### src/rtl/spi_flash_responder.sv
// SPI mode-0 flash responder: answers read (0x03/0x0B), JEDEC ID, status and
// power-down commands, fetching read data from an external fixed-latency memory.
module spi_flash_responder #(
    parameter logic [23:0] JEDEC_ID   = 24'hEF4018,
    parameter logic [7:0]  STATUS_VAL = 8'h00
) (
    input  logic        clk,
    input  logic        resetn,
    input  logic        spi_sck,
    input  logic        spi_cs,
    input  logic        spi_mosi,
    output logic        spi_miso,
    output logic        spi_miso_oe,
    output logic [23:0] mem_addr,
    output logic        mem_rd,
    input  logic [7:0]  mem_rdata,
    output logic        powered_down
);

    typedef enum logic [2:0] {ST_IDLE, ST_CMD, ST_ADDR, ST_DUMMY, ST_DATA, ST_IGNORE} state_t;
    typedef enum logic [1:0] {SRC_MEM, SRC_ID, SRC_STATUS} src_t;

    logic [2:0]  sck_sync_q, cs_sync_q;
    logic [1:0]  mosi_sync_q;
    logic [1:0]  flush_q;
    logic        armed_q;

    state_t      state_q, state_d;
    src_t        src_q, src_d;
    logic [4:0]  bit_cnt_q, bit_cnt_d;
    logic [6:0]  shift_q, shift_d;
    logic [23:0] addr_q, addr_d;
    logic        fast_q, fast_d;
    logic [1:0]  id_idx_q, id_idx_d;
    logic [7:0]  tx_q, tx_d;
    logic        miso_q, miso_d;
    logic        oe_q, oe_d;
    logic        mem_rd_q, mem_rd_d;
    logic        load_q;
    logic        pd_q, pd_d;

    logic sck_rise, sck_fall, cs_fall, cs_rise, mosi_bit;
    logic [7:0] cmd_byte;

    // A CS fall only counts once CS has been seen high after reset, so a CS
    // held low across reset cannot start a command on its own.
    always_ff @(posedge clk) begin
        if (!resetn) begin
            sck_sync_q  <= 3'b000;
            cs_sync_q   <= 3'b111;
            mosi_sync_q <= 2'b00;
            flush_q     <= 2'd0;
            armed_q     <= 1'b0;
        end else begin
            sck_sync_q  <= {sck_sync_q[1:0], spi_sck};
            cs_sync_q   <= {cs_sync_q[1:0], spi_cs};
            mosi_sync_q <= {mosi_sync_q[0], spi_mosi};
            if (flush_q != 2'd3) flush_q <= flush_q + 2'd1;
            if (flush_q == 2'd3 && cs_sync_q[1] && cs_sync_q[2]) armed_q <= 1'b1;
        end
    end

    assign sck_rise = sck_sync_q[1] & ~sck_sync_q[2];
    assign sck_fall = ~sck_sync_q[1] & sck_sync_q[2];
    assign cs_fall  = armed_q & ~cs_sync_q[1] & cs_sync_q[2];
    assign cs_rise  = cs_sync_q[1] & ~cs_sync_q[2];
    assign mosi_bit = mosi_sync_q[1];
    assign cmd_byte = {shift_q, mosi_bit};

    function automatic logic [7:0] id_byte(input logic [1:0] idx);
        case (idx)
            2'd0:    id_byte = JEDEC_ID[23:16];
            2'd1:    id_byte = JEDEC_ID[15:8];
            2'd2:    id_byte = JEDEC_ID[7:0];
            default: id_byte = 8'hFF;
        endcase
    endfunction

    always_comb begin
        // NOTE: every next-state value defaults to its register first so no path infers a latch.
        state_d   = state_q;
        src_d     = src_q;
        bit_cnt_d = bit_cnt_q;
        shift_d   = shift_q;
        addr_d    = mem_rd_q ? addr_q + 24'd1 : addr_q;
        fast_d    = fast_q;
        id_idx_d  = id_idx_q;
        tx_d      = tx_q;
        miso_d    = miso_q;
        oe_d      = oe_q;
        mem_rd_d  = 1'b0;
        pd_d      = pd_q;

        if (cs_rise) begin
            state_d   = ST_IDLE;
            oe_d      = 1'b0;
            bit_cnt_d = 5'd0;
        end else if (cs_fall) begin
            state_d   = ST_CMD;
            oe_d      = 1'b0;
            bit_cnt_d = 5'd0;
        end else begin
            case (state_q)
                ST_CMD: if (sck_rise) begin
                    shift_d   = cmd_byte[6:0];
                    bit_cnt_d = bit_cnt_q + 5'd1;
                    if (bit_cnt_q == 5'd7) begin
                        bit_cnt_d = 5'd0;
                        state_d   = ST_IGNORE;
                        if (!pd_q || cmd_byte == 8'hAB) begin
                            case (cmd_byte)
                                8'h03: begin state_d = ST_ADDR; fast_d = 1'b0; src_d = SRC_MEM; end
                                8'h0B: begin state_d = ST_ADDR; fast_d = 1'b1; src_d = SRC_MEM; end
                                8'h9F: begin
                                    state_d  = ST_DATA;
                                    src_d    = SRC_ID;
                                    tx_d     = id_byte(2'd0);
                                    id_idx_d = 2'd1;
                                end
                                8'h05: begin state_d = ST_DATA; src_d = SRC_STATUS; tx_d = STATUS_VAL; end
                                8'hB9: pd_d = 1'b1;
                                8'hAB: pd_d = 1'b0;
                                default: ;
                            endcase
                        end
                    end
                end
                ST_ADDR: if (sck_rise) begin
                    addr_d    = {addr_q[22:0], mosi_bit};
                    bit_cnt_d = bit_cnt_q + 5'd1;
                    if (bit_cnt_q == 5'd23) begin
                        bit_cnt_d = 5'd0;
                        state_d   = fast_q ? ST_DUMMY : ST_DATA;
                        mem_rd_d  = ~fast_q;
                    end
                end
                ST_DUMMY: if (sck_rise) begin
                    bit_cnt_d = bit_cnt_q + 5'd1;
                    if (bit_cnt_q == 5'd7) begin
                        bit_cnt_d = 5'd0;
                        state_d   = ST_DATA;
                        mem_rd_d  = 1'b1;
                    end
                end
                ST_DATA: begin
                    if (sck_rise) begin
                        bit_cnt_d = bit_cnt_q + 5'd1;
                        if (bit_cnt_q == 5'd7) begin
                            bit_cnt_d = 5'd0;
                            case (src_q)
                                SRC_MEM: mem_rd_d = 1'b1;
                                SRC_ID: begin
                                    tx_d     = id_byte(id_idx_q);
                                    id_idx_d = (id_idx_q == 2'd3) ? 2'd3 : id_idx_q + 2'd1;
                                end
                                default: tx_d = STATUS_VAL;
                            endcase
                        end
                    end
                    if (sck_fall) begin
                        oe_d   = 1'b1;
                        miso_d = tx_q[7];
                        tx_d   = {tx_q[6:0], 1'b0};
                    end
                    // Fetched byte lands two clk after the strobe, well before the next SCK fall.
                    if (load_q) tx_d = mem_rdata;
                end
                default: ;
            endcase
        end
    end

    // NOTE: the reset branch covers every register here; none of this state is a memory array.
    always_ff @(posedge clk) begin
        if (!resetn) begin
            state_q   <= ST_IDLE;
            src_q     <= SRC_MEM;
            bit_cnt_q <= 5'd0;
            shift_q   <= 7'd0;
            addr_q    <= 24'd0;
            fast_q    <= 1'b0;
            id_idx_q  <= 2'd0;
            tx_q      <= 8'd0;
            miso_q    <= 1'b0;
            oe_q      <= 1'b0;
            mem_rd_q  <= 1'b0;
            load_q    <= 1'b0;
            pd_q      <= 1'b0;
        end else begin
            state_q   <= state_d;
            src_q     <= src_d;
            bit_cnt_q <= bit_cnt_d;
            shift_q   <= shift_d;
            addr_q    <= addr_d;
            fast_q    <= fast_d;
            id_idx_q  <= id_idx_d;
            tx_q      <= tx_d;
            miso_q    <= miso_d;
            oe_q      <= oe_d;
            mem_rd_q  <= mem_rd_d;
            load_q    <= mem_rd_q;
            pd_q      <= pd_d;
        end
    end

    assign spi_miso     = miso_q;
    assign spi_miso_oe  = oe_q;
    assign mem_addr     = addr_q;
    assign mem_rd       = mem_rd_q;
    assign powered_down = pd_q;

endmodule

### config.mk
export PLATFORM = sky130hd
export DESIGN_NAME = spi_flash_responder
export DESIGN_NICKNAME = d
export VERILOG_FILES = /design/src/rtl/spi_flash_responder.sv
export SDC_FILE = /design/constraint.sdc
export NUM_CORES = 1
export LEC_CHECK = 0
export ABC_AREA = 1
export CORE_MARGIN = 3
export CORE_UTILIZATION = 30
export CTS_CLUSTER_SIZE = 28
export DETAILED_ROUTE_END_ITERATION = 8
export GPL_TIMING_DRIVEN = 1
export PLACE_DENSITY = 0.51
export REMOVE_ABC_BUFFERS = 1
export SETUP_SLACK_MARGIN = 0.3
export SYNTH_ARGS = -nofsm -noshare
export SYNTH_HDL_FRONTEND = slang
export SYNTH_SLANG_ARGS = --single-unit
export TNS_END_PERCENT = 1
### constraint.sdc
create_clock -name clk -period 1.6 [get_ports clk]
set_input_delay 0.32 -clock clk [delete_from_list [all_inputs] [get_ports clk]]
set_output_delay 0.32 -clock clk [all_outputs]
set_load 0.01 [all_outputs]
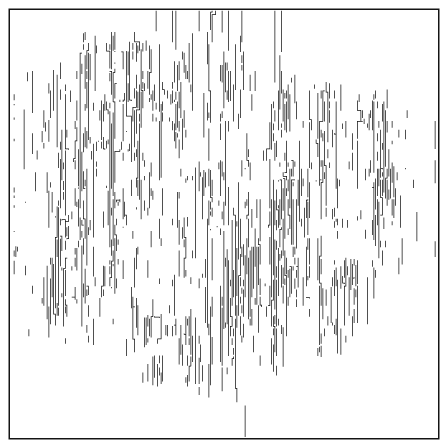
Figure 1: run 1, M2 wires.
The longest straight run is 43.2 um. The layer holds 46% of the routed length. 535 nets have wire on it. The wires run mostly vertical. The layer carries 4800 um of wire.

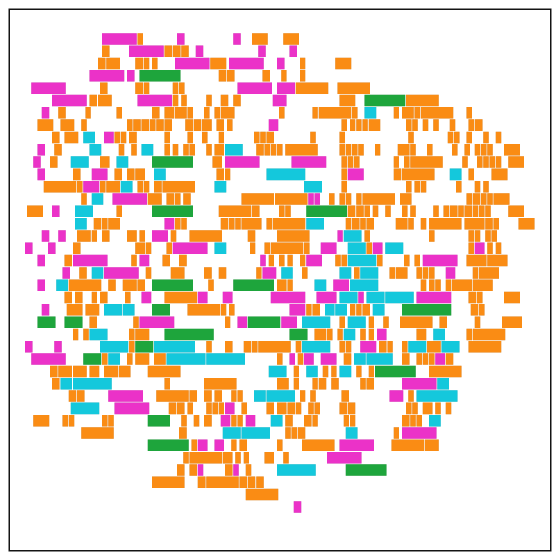
Figure 2: run 1, cells by drive strength.
Key: _2 cells = magenta [cells 92]; _0 and _1 cells = orange [cells 476]; _6 and larger = green [cells 20]; _3 and _4 cells = cyan [cells 68]

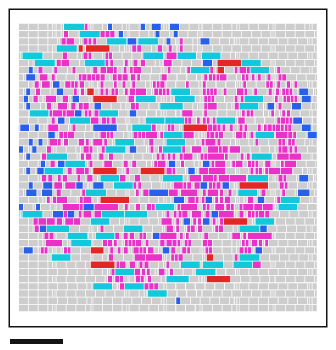
Figure 3: run 1, placed cells, one color a class.
The bar under the picture is 20 um long. Fill, decap, tap and diode cells in gray.
Key: remaining buffers and delay cells = blue [cells 76]; sequential cells = cyan [cells 68]; combinational and other logic = magenta [cells 496]; clock drivers and dummy loads = red [cells 16]

==> flow_summary.json, run 1 <==
{
  "globalRouteMet2Util": 0.229,
  "r2r_slack_ns": 0.08,
  "rsz0062_at_grt": "yes",
  "warning_count": 32,
  "relSlewSlack": 0.709,
  "final-clk-cell-share": 0.0621,
  "cts_htree_levels": 3,
  "max_stage_delay_ns": 0.36,
  "postPlaceCellArea_um2": 4610,
  "cts-root-buf": "clkbuf_16",
  "area_delta_synth_final_pct": 36.5,
  "critPathTopFamily": "simple AND/OR/NAND/NOR gates",
  "finalCoreUtilization": 0.429,
  "post_cts_buffers": 1,
  "status": "finished, final reports clean",
  "top_area_frac": 0.354,
  "synth_area_um2": 3850,
  "grt_max_degree": 48,
  "n_all_buffers": 76,
  "rows": 40,
  "antenna_found_initial": 0,
  "post_drt_wl_per_cell_um": 12.6,
  "fin_nets": 673,
  "powerDensity_nw_per_um2": 776,
  "rr_startpoint": "bit_cnt_q[1]",
  "top_cells_by_count": "nand2_1, nor2_1, dfxtp_1",
  "grt_pass1_wl_um": 17000,
  "cts_buffers": 9,
  "drive_gt1_frac": 0.274,
  "io-pin-count": 41,
  "initial_core_util": 0.314,
  "flop_area_um2": 1410,
  "worstHoldStart": "mosi_sync_q[0]",
  "gp_congestion": 0.845,
  "yosysTopAreaCell": "dfxtp_1"
}
run 1: worst max-delay path by stage:
stage	start	end	slack [ns]	cells past startpoint
global placement	bit_cnt_q[1]	tx_q[1]	-0.02	10
finish	bit_cnt_q[1]	tx_q[0]	0.08	10
detailed placement	bit_cnt_q[1]	tx_q[1]	-0.09	10
global route	cs_sync_q[2]	tx_q[5]	-0.06	11
CTS	bit_cnt_q[1]	tx_q[1]	0.05	9
floorplan	cs_sync_q[1]	mem_addr[3]	-0.35	6
run 1: power breakdown:
part	switching [W]	internal (W)
clock	0.000764	0.00140
sequential	0.0000174	0.00171
combinational	0.000100	0.0000791
run 1: per-layer routing:
layer	wire length, um	vias to the layer above
li1	-	2001
met1	5010	1780
met2	4800	76
met3	378	12
met4	195	0
met5	0	-
Figure 4. Logic cells by family (run 1).
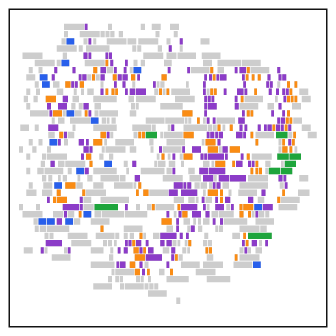

==> run 2: changes to the inputs <==
--- a/config.mk
+++ b/config.mk
@@ -10,7 +10,7 @@
 export CORE_UTILIZATION = 30
 export CTS_CLUSTER_SIZE = 28
 export DETAILED_ROUTE_END_ITERATION = 8
-export GPL_TIMING_DRIVEN = 1
+export MAX_ROUTING_LAYER = met4
 export PLACE_DENSITY = 0.51
 export REMOVE_ABC_BUFFERS = 1
 export SETUP_SLACK_MARGIN = 0.3
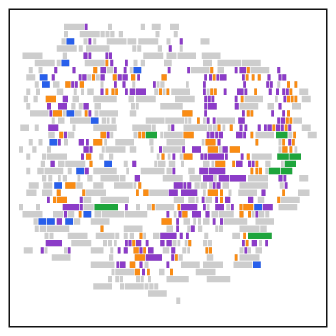
Figure 5: run 2, logic cells by family.
Key: nor cells = orange [cells 109, most used nor2_1]; nand cells = purple [cells 194, most used nand2_1]; xor and xnor cells = blue [cells 17, most used xor2_1]; fa/ha/maj cells = green [cells 9, most used ha_1]

==> run 2 against run 1 <==
Compared with the run above: power is essentially flat; flip-flop count is the same; non-clock buffer count is the same; core utilization grew 0.051 points; synthesized area is the same; sequential share of layout area is essentially flat; die size is the same; largest power group unchanged.
==> flow_summary.json, run 2 <==
{
  "postPlaceCellArea_um2": 4610,
  "antenna_found_initial": 0,
  "rr_startpoint": "bit_cnt_q[1]",
  "postCtsHoldBufs": 0,
  "status": "finished, final reports clean",
  "cts-root-buf": "clkbuf_16",
  "io-pin-count": 41,
  "cts_buffers": 9,
  "rsz0062_at_grt": "yes",
  "top_power_group": "the clock network",
  "powerDensity_nw_per_um2": 775,
  "hold_class": "flop to flop",
  "n_all_buffers": 76,
  "yosysUniqueCellTypes": 35,
  "warning_count": 32,
  "worstHoldStart": "mosi_sync_q[0]",
  "p_seq_frac": 0.424,
  "p_sw_w": 0.000883,
  "wl_met1_um": 5000,
  "cts_htree_levels": 3,
  "top_cells_by_count": "nand2_1, nor2_1, dfxtp_1",
  "fin_crit_ns": 1.52,
  "p_comb_w": 0.000180,
  "rows": 40,
  "max_stage_delay_ns": 0.36,
  "final-clk-cell-share": 0.0621,
  "critPathTopFamily": "simple AND/OR/NAND/NOR gates",
  "pg_clk_w": 0.00217,
  "wl_met2_um": 4870,
  "p_seq_w": 0.00173,
  "grt_max_degree": 48,
  "top_layer_used": "met4",
  "clkPwrFrac": 0.532,
  "relSlewSlack": 0.709,
  "flop_area_um2": 1410,
  "post_cts_buffers": 1,
  "wl_met3_um": 282,
  "gp_congestion": 0.858,
  "internal-power_w": 0.00319,
  "synth_area_um2": 3850,
  "switching_share": 0.217,
  "post_drt_wl_per_cell_um": 12.6,
  "yosysTopAreaCell": "dfxtp_1",
  "top_area_frac": 0.354,
  "combPwrFrac": 0.044,
  "drive_gt1_frac": 0.274,
  "area_delta_synth_final_pct": 36.7,
  "initial_core_util": 0.314,
  "globalRouteMet2Util": 0.229,
  "r2r_slack_ns": 0.08
}
## run 2: cell counts after synthesis
No cell type changed its count.
## run 2: worst max path at each step
| stage | from | endpoint | slack (ns) | depth (start not counted) |
|---|---|---|---|---|
| 2_1_floorplan | cs_sync_q[1] | mem_addr[3] | -0.35 | 6 |
| 3_3_place_gp | bit_cnt_q[1] | tx_q[1] | -0.02 | 10 |
| 3_5_place_dp | bit_cnt_q[1] | tx_q[1] | -0.09 | 10 |
| 4_1_cts | bit_cnt_q[1] | tx_q[1] | 0.05 | 9 |
| 5_1_grt | cs_sync_q[2] | tx_q[5] | -0.06 | 11 |
| 6_report | bit_cnt_q[1] | tx_q[0] | 0.08 | 10 |
Figure 6. Placed cells, one color a class (run 2).
The bar under the picture is 20 um long. Fill, decap, tap and diode cells in gray.
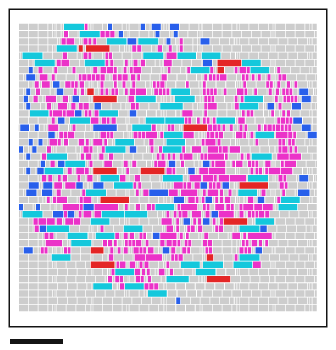

==> run 3: changes to the inputs <==
--- a/config.mk
+++ b/config.mk
@@ -14,6 +14,7 @@
 export PLACE_DENSITY = 0.51
 export REMOVE_ABC_BUFFERS = 1
 export SETUP_SLACK_MARGIN = 0.3
+export SKIP_LAST_GASP = 1
 export SYNTH_ARGS = -nofsm -noshare
 export SYNTH_HDL_FRONTEND = slang
 export SYNTH_SLANG_ARGS = --single-unit
==> constraint.sdc (replaced) <==
create_clock -name clk -period 1.89 [get_ports clk]
set_input_delay 0.378 -clock clk [delete_from_list [all_inputs] [get_ports clk]]
set_output_delay 0.378 -clock clk [all_outputs]
set_load 0.01 [all_outputs]
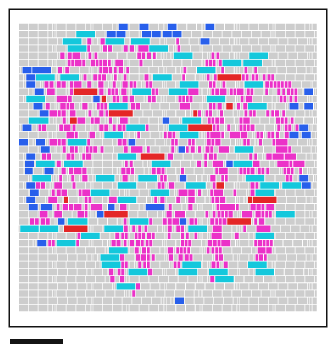
Figure 7: run 3, placed cells, one color a class.
The bar under the picture is 20 um long. Fill, decap, tap and diode cells in gray.
Key: clock drivers and dummy loads = red [cells 16]; combinational and other logic = magenta [cells 496]; remaining buffers and delay cells = blue [cells 52]; sequential cells = cyan [cells 68]

==> run 3 against run 2 <==
Compared with the run above: via count is 5.6% lower; combinational power is 22% lower; sequential share of layout area is 1.6 points higher; core utilization is 3.8 points lower; flip-flop count stayed put; routed wire length is 8.3% lower; power is 23% lower; synthesized cell count stayed put; clock-buffer cell count is 1 lower; sequential power is 15% lower; non-clock buffer count is 24 lower; largest cell class unchanged.
==> flow_summary.json, run 3 <==
{
  "status": "finished, final reports clean",
  "relSlewSlack": 0.634,
  "r2r_slack_ns": 0.26,
  "clkPwrFrac": 0.486,
  "critPathTopFamily": "buffers and inverters",
  "top_layer_used": "met4",
  "flop_area_um2": 1370,
  "yosysUniqueCellTypes": 35,
  "io-pin-count": 41,
  "cts_htree_levels": 3,
  "globalRouteMet2Util": 0.228,
  "synth_area_um2": 3850,
  "wl_met1_um": 4680,
  "grt_pass1_wl_um": 16400,
  "area_delta_synth_final_pct": 24.7,
  "gp_congestion": 0.775,
  "p_seq_frac": 0.469,
  "setup.worst_path.end": "mem_addr[17]",
  "antenna_found_initial": 0,
  "rows": 40,
  "fin_nets": 649,
  "top_cells_by_count": "nand2_1, nor2_1, dfxtp_1",
  "warning_count": 32,
  "post_cts_buffers": 0,
  "fin_crit_ns": 1.74,
  "hold_class": "flop to flop",
  "combPwrFrac": 0.045,
  "rsz0062_at_grt": "yes",
  "top_area_frac": 0.354,
  "max_stage_delay_ns": 0.58,
  "wl_met3_um": 361,
  "switching_share": 0.235,
  "grt_max_degree": 48,
  "cts_buffers": 9,
  "postPlaceCellArea_um2": 4500,
  "worstHoldStart": "mosi_sync_q[0]"
}
[run 3: cell type report]
cell class / count / area share
clock inverters: 7 / 0.00912
clock buffers: 9 / 0.0469
multi-input cells: 424 / 0.452
inverters: 72 / 0.0563
repair buffers: 52 / 0.108
well taps: 168 / 0.0438
flip-flops and latches: 68 / 0.284
[run 3: power by group through the flow]
stage          registers, W  clock network (W)  logic (W)
2_1_floorplan       0.00150                  0  0.0000734
6_report            0.00147            0.00152   0.000140
4_1_cts             0.00147            0.00158   0.000142
3_5_place_dp        0.00150                  0   0.000141
3_3_place_gp        0.00150                  0   0.000138
5_1_grt             0.00147            0.00164   0.000161
[run 3: tightest hold or removal path: cells and delay by family (launching register included)]
family                 cells  cell delay [ns]
buffers and inverters      1             0.04
DFF                        1             0.30
and+or+nand+nor            1             0.04
Power figures rest on the tool's default switching activity, not on a simulated workload.
